### src/rtl/fetch_stage.sv
// MIPS instruction fetch stage: PC register, req/ack instruction memory port, held instruction for decode.
// Defining FETCH_PERF_CNT_EN adds fetch_count / stall_count performance counters.
module fetch_stage #(
    parameter logic [31:0] RESET_PC = 32'h0000_0000
) (
    input  logic        clk,
    input  logic        reset_n,
    output logic        imem_req,
    output logic [31:0] imem_addr,
    input  logic        imem_ack,
    input  logic [31:0] imem_rdata,
    input  logic        stall,
    input  logic        jump,
    input  logic        branch_taken,
    output logic [31:0] instr,
    output logic [5:0]  opcode,
    output logic [31:0] pc,
    output logic [31:0] pc_plus4,
`ifdef FETCH_PERF_CNT_EN
    output logic [31:0] fetch_count,
    output logic [31:0] stall_count,
`endif
    output logic        instr_valid
);

    localparam int unsigned XLEN   = 32;
    localparam int unsigned OP_W   = 6;
    localparam int unsigned OFF_W  = 16;
    localparam int unsigned JIDX_W = 26;
    localparam int unsigned SEG_W  = XLEN - JIDX_W - 2;

    localparam logic [XLEN-1:0] PC_RST    = {RESET_PC[XLEN-1:2], 2'b00};
    localparam logic [XLEN-1:0] WORD_STEP = XLEN'(4);

    typedef enum logic [1:0] {
        ST_IDLE  = 2'd0,
        ST_FETCH = 2'd1,
        ST_VALID = 2'd2
    } state_t;

    state_t          state;
    logic [XLEN-1:0] fetch_pc;
    logic [XLEN-1:0] br_off_c;
    logic [XLEN-1:0] next_pc_c;
    logic            ack_accept_c;
    logic            stall_hold_c;

    assign imem_addr    = fetch_pc;
    assign ack_accept_c = (state == ST_FETCH) && imem_ack;
    assign stall_hold_c = (state == ST_VALID) && stall;

    // Next-PC select from the held instruction; jump outranks branch.
    always_comb begin
        br_off_c  = {{(XLEN - OFF_W - 2){instr[OFF_W-1]}}, instr[OFF_W-1:0], 2'b00};
        next_pc_c = pc_plus4;
        if (jump) begin
            next_pc_c = {pc_plus4[XLEN-1 -: SEG_W], instr[JIDX_W-1:0], 2'b00};
        end else if (branch_taken) begin
            next_pc_c = pc_plus4 + br_off_c;
        end
    end

    // Fetch FSM with registered outputs; the next PC only reaches imem_addr through fetch_pc.
    always_ff @(posedge clk or negedge reset_n) begin
        if (!reset_n) begin
            state       <= ST_IDLE;
            fetch_pc    <= PC_RST;
            pc          <= '0;
            pc_plus4    <= WORD_STEP;
            instr       <= '0;
            opcode      <= '0;
            imem_req    <= 1'b0;
            instr_valid <= 1'b0;
        end else begin
            case (state)
                ST_IDLE: begin
                    state    <= ST_FETCH;
                    imem_req <= 1'b1;
                end
                ST_FETCH: begin
                    if (imem_ack) begin
                        instr       <= imem_rdata;
                        opcode      <= imem_rdata[XLEN-1 -: OP_W];
                        pc          <= fetch_pc;
                        pc_plus4    <= fetch_pc + WORD_STEP;
                        imem_req    <= 1'b0;
                        instr_valid <= 1'b1;
                        state       <= ST_VALID;
                    end
                end
                ST_VALID: begin
                    if (!stall) begin
                        fetch_pc    <= next_pc_c;
                        instr_valid <= 1'b0;
                        imem_req    <= 1'b1;
                        state       <= ST_FETCH;
                    end
                end
                default: begin
                    state       <= ST_IDLE;
                    imem_req    <= 1'b0;
                    instr_valid <= 1'b0;
                end
            endcase
        end
    end

`ifdef FETCH_PERF_CNT_EN
    // Free-running performance counters, wrapping at 2^32.
    always_ff @(posedge clk or negedge reset_n) begin
        if (!reset_n) begin
            fetch_count <= '0;
            stall_count <= '0;
        end else begin
            if (ack_accept_c) fetch_count <= fetch_count + XLEN'(1);
            if (stall_hold_c) stall_count <= stall_count + XLEN'(1);
        end
    end
`else
    logic unused_perf_c;
    assign unused_perf_c = ack_accept_c ^ stall_hold_c;
`endif

endmodule

### config.mk
export PLATFORM = sky130hd
export DESIGN_NAME = fetch_stage
export DESIGN_NICKNAME = d
export VERILOG_FILES = /design/src/rtl/fetch_stage.sv
export SDC_FILE = /design/constraint.sdc
export NUM_CORES = 1
export LEC_CHECK = 0
export CAP_MARGIN = 20
export CORE_UTILIZATION = 50
export DETAILED_ROUTE_END_ITERATION = 16
export MAX_ROUTING_LAYER = met4
export PLACE_DENSITY_LB_ADDON = 0.05
export SYNTH_ARGS = -nofsm -noshare
export SYNTH_HDL_FRONTEND = slang
export SYNTH_SLANG_ARGS = --single-unit
### constraint.sdc
create_clock -name clk -period 3.4 [get_ports clk]
set_input_delay 0.51 -clock clk [delete_from_list [all_inputs] [get_ports clk]]
set_output_delay 0.51 -clock clk [all_outputs]
set_load 0.01 [all_outputs]
**Register map, names as in the netlist**

Scale: 3 px per um.
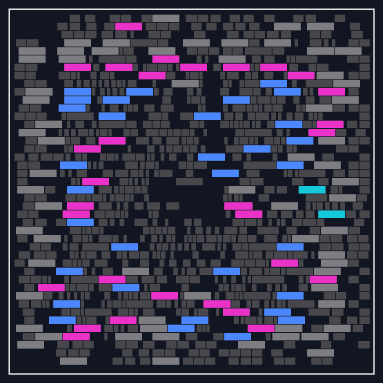
Key: magenta = pc_plus4 [placed flops 30, where all over the die]; cyan = state [placed flops 2]; blue = imem_addr [placed flops 32]
Another 65 sequential cells are not coloured.
Seq power: 3.08 mW
fraction of area in registers: 33.8%

**The metal 3 layer**

Scale: 4 px per um.
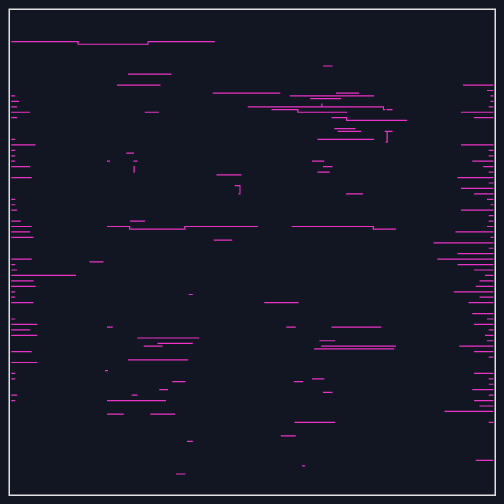
The layer holds 4.7% of the routed length. 128 nets have wire on it.
Vias: 6044
overall routed net length: 18100 um
met3 usage: 4.51%

==> qor.yml <==
fp_nets: 776
irDropWorstVdd_mv: 0.510
warnings: 26
synthFlopType: "dfrtp_1"
synth_flops: 129
root_buffer: "clkbuf_16"
ys_sh_simple_pct: 12.5
synth.avg_cell_area_sq_um: 10.0
drv_slew: 0
comb-power_mw: 5.57
required_ps: 3730
cts_buffer_depth: 2
cp_cell_sequence: "ha_1 > fa_1 > a21o_1 > a211oi_2 > o21a_1 > o211ai_1 > o211ai_2 > a21boi_1 > a211oi_1 > o21ai_0 > xnor2_1 > a21oi_1"
yosys-stat-area_sq_um: 7090
cp_slowest_cell: "a211oi_1"
fp_util_pct: 51.1
dp_cells: 1032
ys_top_cells_by_count: "dfrtp_1 (128), nand2_1 (87), o21ai_0 (75)"
syn-cell-area_sq_um: 7090
fp.dieW_um: 121
dp_hpwl_um: 12900
synthArstFlopShare_pct: 100
power_frac_clock_pct: 16.7
first_pass_iters: 4
gr-total-overflow: 0
grt_pass1_vias: 6021
netlist.area_leader.share_pct: 45.2
r2r_end: "imem_addr[28]$_DFFE_PN0P_"
worstMarginPinSlew_ps: 898
syn-instance-count: 707
post-route-period-util_pct: 92.9
ys_sh_aoi_pct: 14.7
ios: 174
cp.depth: 12
whs_ps: 42.2
drtAntennaViolNets: 0
critical_path.endpoint_type: "flip-flop"
drt_iter0_markers: 290
p_total_mw: 10.4
pwr-share-seq_pct: 29.7
route.met3.wl_um: 843
ys_sh_xor_pct: 6.30
status: "finished clean"
drt-vias-per-instance: 5.69
grt_pass1_wl_um: 29900
hold_class: "input pin to async pin"
critical_path_buf_inv_count: 0
**Sizing map**

Scale: 4 px per um.
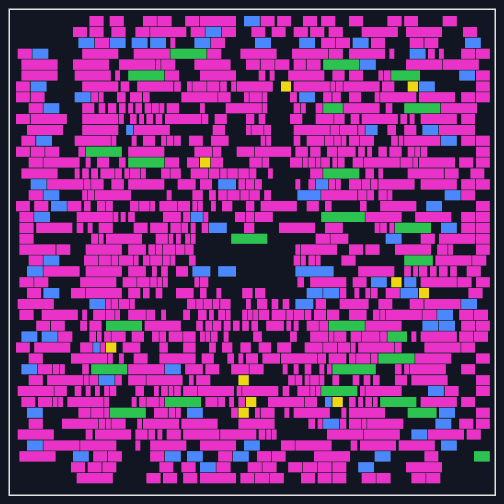
Key: blue = x2 [cells 79, share 9.0%]; green = x6 and larger [cells 25, share 2.8%]; yellow = x3 and x4 [cells 10, share 1.1%]; magenta = x1 and smaller [cells 768, share 87%]
post-route cell area: 9560 sq um
Worst Slack Setup Final: 240 ps
Signal buffers: 185
Area Overhead vs Synth: 34.7%

**Clock nets**

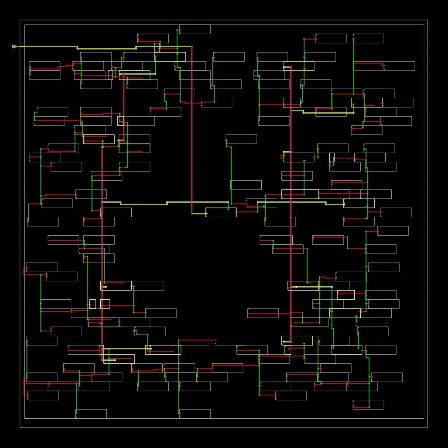
Power Clock: 1.73 mW
Clock Sinks: 129
clock buffers: 24
flop count: 129
worst clock skew: 4.96 ps

-- routing by layer --
layer | vias to the layer above | GRT usage [%]
met5 | - | -
met4 | 0 | 10.0
met3 | 34 | 4.51
met2 | 189 | 42.8
met1 | 2983 | 34.2
li1 | 2838 | -
-- cell families (layout without fill, tap and decap cells) --
family          Yosys count  after routing
simple gates            194            194
flops                   129            129
fa+ha+maj                31             31
mux                      80             80
buf+inv                  49            224
compound gates          173            173
xor+xnor                 51             51
-- area by class of cell --
cell class	count	area [sq um]
clock inverter	6	82.6
sequential	129	3230
clock buffer	24	472
inverter	9	33.8
timing repair buffer	185	1860
fill	1115	4330
tap	180	225
multi-input combinational	529	3650
-- sequential cells by signal (all words and copies together), names as in the netlist --
register	flops
pc_plus4	30
state	2
imem_addr	32
instr_valid	1
instr	32
pc	32
Power and IR drop assume default switching activity.
